==> config.mk <==
export PLATFORM = sky130hd
export DESIGN_NAME = starter_sel_gen
export DESIGN_NICKNAME = d
export VERILOG_FILES = /design/src/rtl/starter_sel_gen.sv
export SDC_FILE = /design/constraint.sdc
export NUM_CORES = 1
export LEC_CHECK = 0
export CAP_MARGIN = 10
export CORE_MARGIN = 4
export CORE_UTILIZATION = 54
export CTS_CLUSTER_DIAMETER = 30
export CTS_CLUSTER_SIZE = 16
export DETAILED_ROUTE_END_ITERATION = 8
export PLACE_DENSITY_LB_ADDON = 0.05
export SLEW_MARGIN = 20
export SYNTH_ARGS = -nofsm -noshare
export SYNTH_HDL_FRONTEND = slang
export SYNTH_SLANG_ARGS = --single-unit
==> constraint.sdc <==
create_clock -name clk -period 3.4 [get_ports clk]
set_input_delay 0.68 -clock clk [delete_from_list [all_inputs] [get_ports clk]]
set_output_delay 0.68 -clock clk [all_outputs]
set_load 0.01 [all_outputs]
==> src/rtl/starter_sel_gen.sv <==
// starter_sel_gen: command-driven generator for the DUT select line.
// Commands (high length, low gap) are queued in a small FIFO and played out
// back to back on the registered sel output. done pulses once per command.
//
// state | meaning
// IDLE  | no command executing; loads the FIFO head when one is present
// HIGH  | sel high, hcnt counts remaining high cycles down to zero
// GAP   | sel low, gcnt counts remaining gap cycles down to zero
module starter_sel_gen #(
    parameter int LEN_W = 8,
    parameter int GAP_W = 8,
    parameter int DEPTH = 4
) (
    input  logic                     clk,
    input  logic                     rst,
    input  logic                     cmd_valid,
    output logic                     cmd_ready,
    input  logic [LEN_W-1:0]         cmd_len,
    input  logic [GAP_W-1:0]         cmd_gap,
    input  logic                     flush,
    output logic                     sel,
    output logic                     busy,
    output logic                     done,
    output logic [$clog2(DEPTH):0]   level
);

    localparam int AW = $clog2(DEPTH);
    localparam int LW = AW + 1;

    typedef enum logic [1:0] {IDLE, HIGH, GAP} state_t;

    state_t           state, state_nxt;
    logic [LEN_W-1:0] hcnt, hcnt_nxt;
    logic [GAP_W-1:0] gcnt, gcnt_nxt;
    logic [GAP_W-1:0] cur_gap, cur_gap_nxt;
    logic             sel_nxt;
    logic             done_nxt;
    logic             pop;
    logic             push;
    logic             load;
    logic             cmd_end;

    logic [LEN_W-1:0] mem_len [DEPTH];
    logic [GAP_W-1:0] mem_gap [DEPTH];
    logic [AW-1:0]    wptr, rptr;
    logic [LEN_W-1:0] head_len;
    logic [GAP_W-1:0] head_gap;
    logic             head_zero;

    // a flush drops any same-cycle offer, so ready is withheld during it
    assign cmd_ready = (level != LW'(DEPTH)) && !flush;
    assign push      = cmd_valid && cmd_ready;
    assign head_len  = mem_len[rptr];
    assign head_gap  = mem_gap[rptr];
    assign head_zero = (head_len == '0) && (head_gap == '0);
    assign busy      = (state != IDLE) || (level != '0);

    // FIFO storage; contents need no reset since level guards every read
    always_ff @(posedge clk) begin
        if (push) begin
            mem_len[wptr] <= cmd_len;
            mem_gap[wptr] <= cmd_gap;
        end
    end

    // FIFO pointers and occupancy; pointers wrap naturally at DEPTH
    always_ff @(posedge clk or posedge rst) begin
        if (rst) begin
            wptr  <= '0;
            rptr  <= '0;
            level <= '0;
        end else if (flush) begin
            wptr  <= '0;
            rptr  <= '0;
            level <= '0;
        end else begin
            if (push) wptr <= wptr + AW'(1);
            if (pop)  rptr <= rptr + AW'(1);
            if (push && !pop)      level <= level + LW'(1);
            else if (pop && !push) level <= level - LW'(1);
        end
    end

    // FSM state, counters and registered outputs
    always_ff @(posedge clk or posedge rst) begin
        if (rst) begin
            state   <= IDLE;
            hcnt    <= '0;
            gcnt    <= '0;
            cur_gap <= '0;
            sel     <= 1'b0;
            done    <= 1'b0;
        end else begin
            state   <= state_nxt;
            hcnt    <= hcnt_nxt;
            gcnt    <= gcnt_nxt;
            cur_gap <= cur_gap_nxt;
            sel     <= sel_nxt;
            done    <= done_nxt;
        end
    end

    // next-state, counter and output decode
    always_comb begin
        state_nxt   = state;
        hcnt_nxt    = hcnt;
        gcnt_nxt    = gcnt;
        cur_gap_nxt = cur_gap;
        sel_nxt     = sel;
        done_nxt    = 1'b0;
        pop         = 1'b0;
        load        = 1'b0;
        cmd_end     = 1'b0;

        case (state)
            IDLE: begin
                if (level != '0) load = 1'b1;
            end
            HIGH: begin
                if (hcnt != '0) begin
                    hcnt_nxt = hcnt - LEN_W'(1);
                end else if (cur_gap != '0) begin
                    state_nxt = GAP;
                    sel_nxt   = 1'b0;
                    gcnt_nxt  = cur_gap - GAP_W'(1);
                end else begin
                    cmd_end = 1'b1;
                end
            end
            GAP: begin
                if (gcnt != '0) gcnt_nxt = gcnt - GAP_W'(1);
                else            cmd_end  = 1'b1;
            end
            default: state_nxt = IDLE;
        endcase

        // An empty (0,0) head is not chained onto a completion: its own done
        // would merge with the finishing command's pulse. It loads from IDLE
        // on the following edge instead, so every command yields one pulse.
        if (cmd_end) begin
            done_nxt = 1'b1;
            if (level != '0 && !head_zero) begin
                load = 1'b1;
            end else begin
                state_nxt = IDLE;
                sel_nxt   = 1'b0;
            end
        end

        if (load) begin
            pop         = 1'b1;
            cur_gap_nxt = head_gap;
            if (head_len != '0) begin
                state_nxt = HIGH;
                sel_nxt   = 1'b1;
                hcnt_nxt  = head_len - LEN_W'(1);
            end else if (head_gap != '0) begin
                state_nxt = GAP;
                sel_nxt   = 1'b0;
                gcnt_nxt  = head_gap - GAP_W'(1);
            end else begin
                state_nxt = IDLE;
                sel_nxt   = 1'b0;
                done_nxt  = 1'b1;
            end
        end

        if (flush) begin
            state_nxt = IDLE;
            sel_nxt   = 1'b0;
            done_nxt  = 1'b0;
            hcnt_nxt  = '0;
            gcnt_nxt  = '0;
            pop       = 1'b0;
        end
    end

endmodule

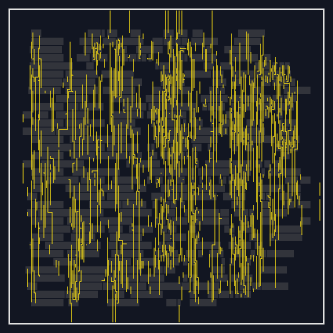
Figure 1: met2 routing.
Scale: 3 px per micron.
nets with wire on the layer: 388
main direction: vertical

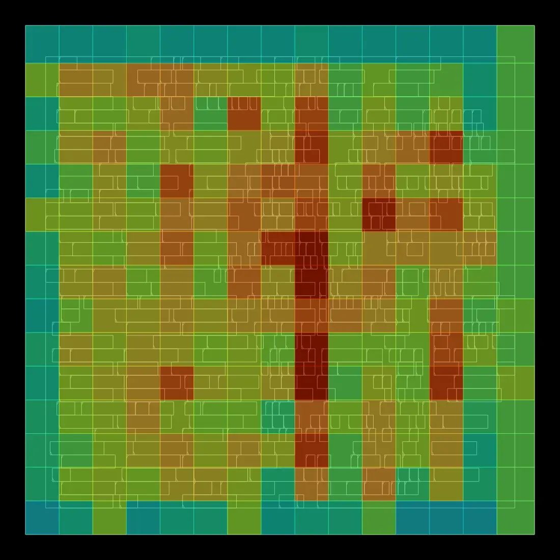
Figure 2: congestion heat map.
Global Route Usage Sum: 0.191
M2 GR Usage: 0.316
wire per inst: 18.2 microns
gr busiest metal: met2

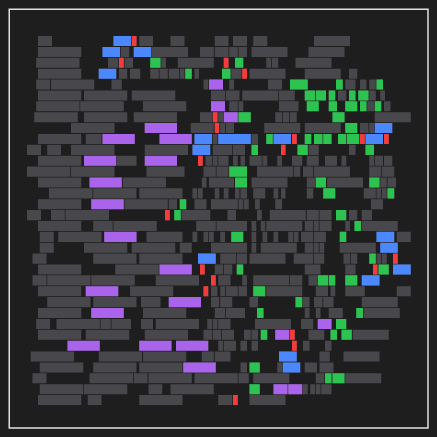
Figure 3: gate families picked out.
Scale: 4 px per micron.
| color | family | cells | most used |
|---|---|---|---|
| blue | adder and majority cells | 17 | ha_1 |
| purple | multiplexers | 23 | mux4_2 |
| green | inverting AOI/OAI gates | 59 | a21oi_1 |
| red | inverters | 20 | inv_1 |

==> run summary <==
Status - complete, no violations
Largest registers - mem_gap (32), mem_len (32)
Worst r2r path cells - 13
Commonest cells after routing, fill and taps aside - edfxtp_1 (64), nand2_1 (44), dfrtp_1 (34), clkdlybuf4s50_1 (26), inv_1 (20)
Metal3 WL - 454 microns
Initial Util - 0.563
Ys Warns - 0
CTS resizes - 0
Worst R2R Setup Slack - 180 ps
Post-DP HPWL - 7180 microns
Detailed-route via count - 3262
Total CTS buffers - 9
Critical setup path kind - flip-flop to flip-flop
Final-layout clock buffer total - 9
WP buf/inv - 4
I/O pin count - 27
Number of instances in the placed design - 535
Worst setup EP type - flip-flop
Hold path depth - 2
Hold Vio Cnt, Final - 0
DRT met1 WL - 4410 microns
Yosys Instances - 400
Grt total ovfl - 0
Crit-path slowest cell - mux4_2
Synth area leaders - edfxtp_1 (38%), dfrtp_1 (17%), mux4_2 (7.2%)
CP startpoint - rptr[0]
Met2 wire len - 4990 microns
Clock skew - 9.58 ps
Logic area - 2070 sq um
Clk pwr - 0.836 mW
N_taps - 108
Clock transition at the registers of the reported paths - 110 ps
Register bit total from synthesis - 99
Met3 Usage GRT - 0.0323
Clock sink count - 99
Max power group - registers
Delay-heaviest family, CP - AND-OR/OR-AND gates
Die area - 10900 sq um
Total Power - 4.03 mW
First-pass GRT wire length - 16400 microns
Post-Syn Area - 5010 sq um
WP depth - 13
Simple Share, Synth - 0.151
P_comb - 1.58 mW
Logic share of the area - 0.365
CP Cell Sequence - buf_12 > mux4_2 > inv_1 > ha_1 > inv_1 > nor4_1 > nand4_1 > o211a_4 > nor2_2 > fa_2 > inv_1 > o311a_1 > a221o_1
Fin nets - 475
CTS tree - built
Number of H-tree levels - 3
Post-route ant nets - 0
Final WS setup - 180 ps
DRT Pass-1 Iters - 4
Post-Synth AOI/OAI Area - 0.0939
Internal power - 2.52 mW
Flop count - 99
Drt initial violations - 129
Hold buffer count at cts - 0
EDFF count, synth - 64
Max-area cell class - flip-flops and latches
Power and IR drop assume default switching activity.
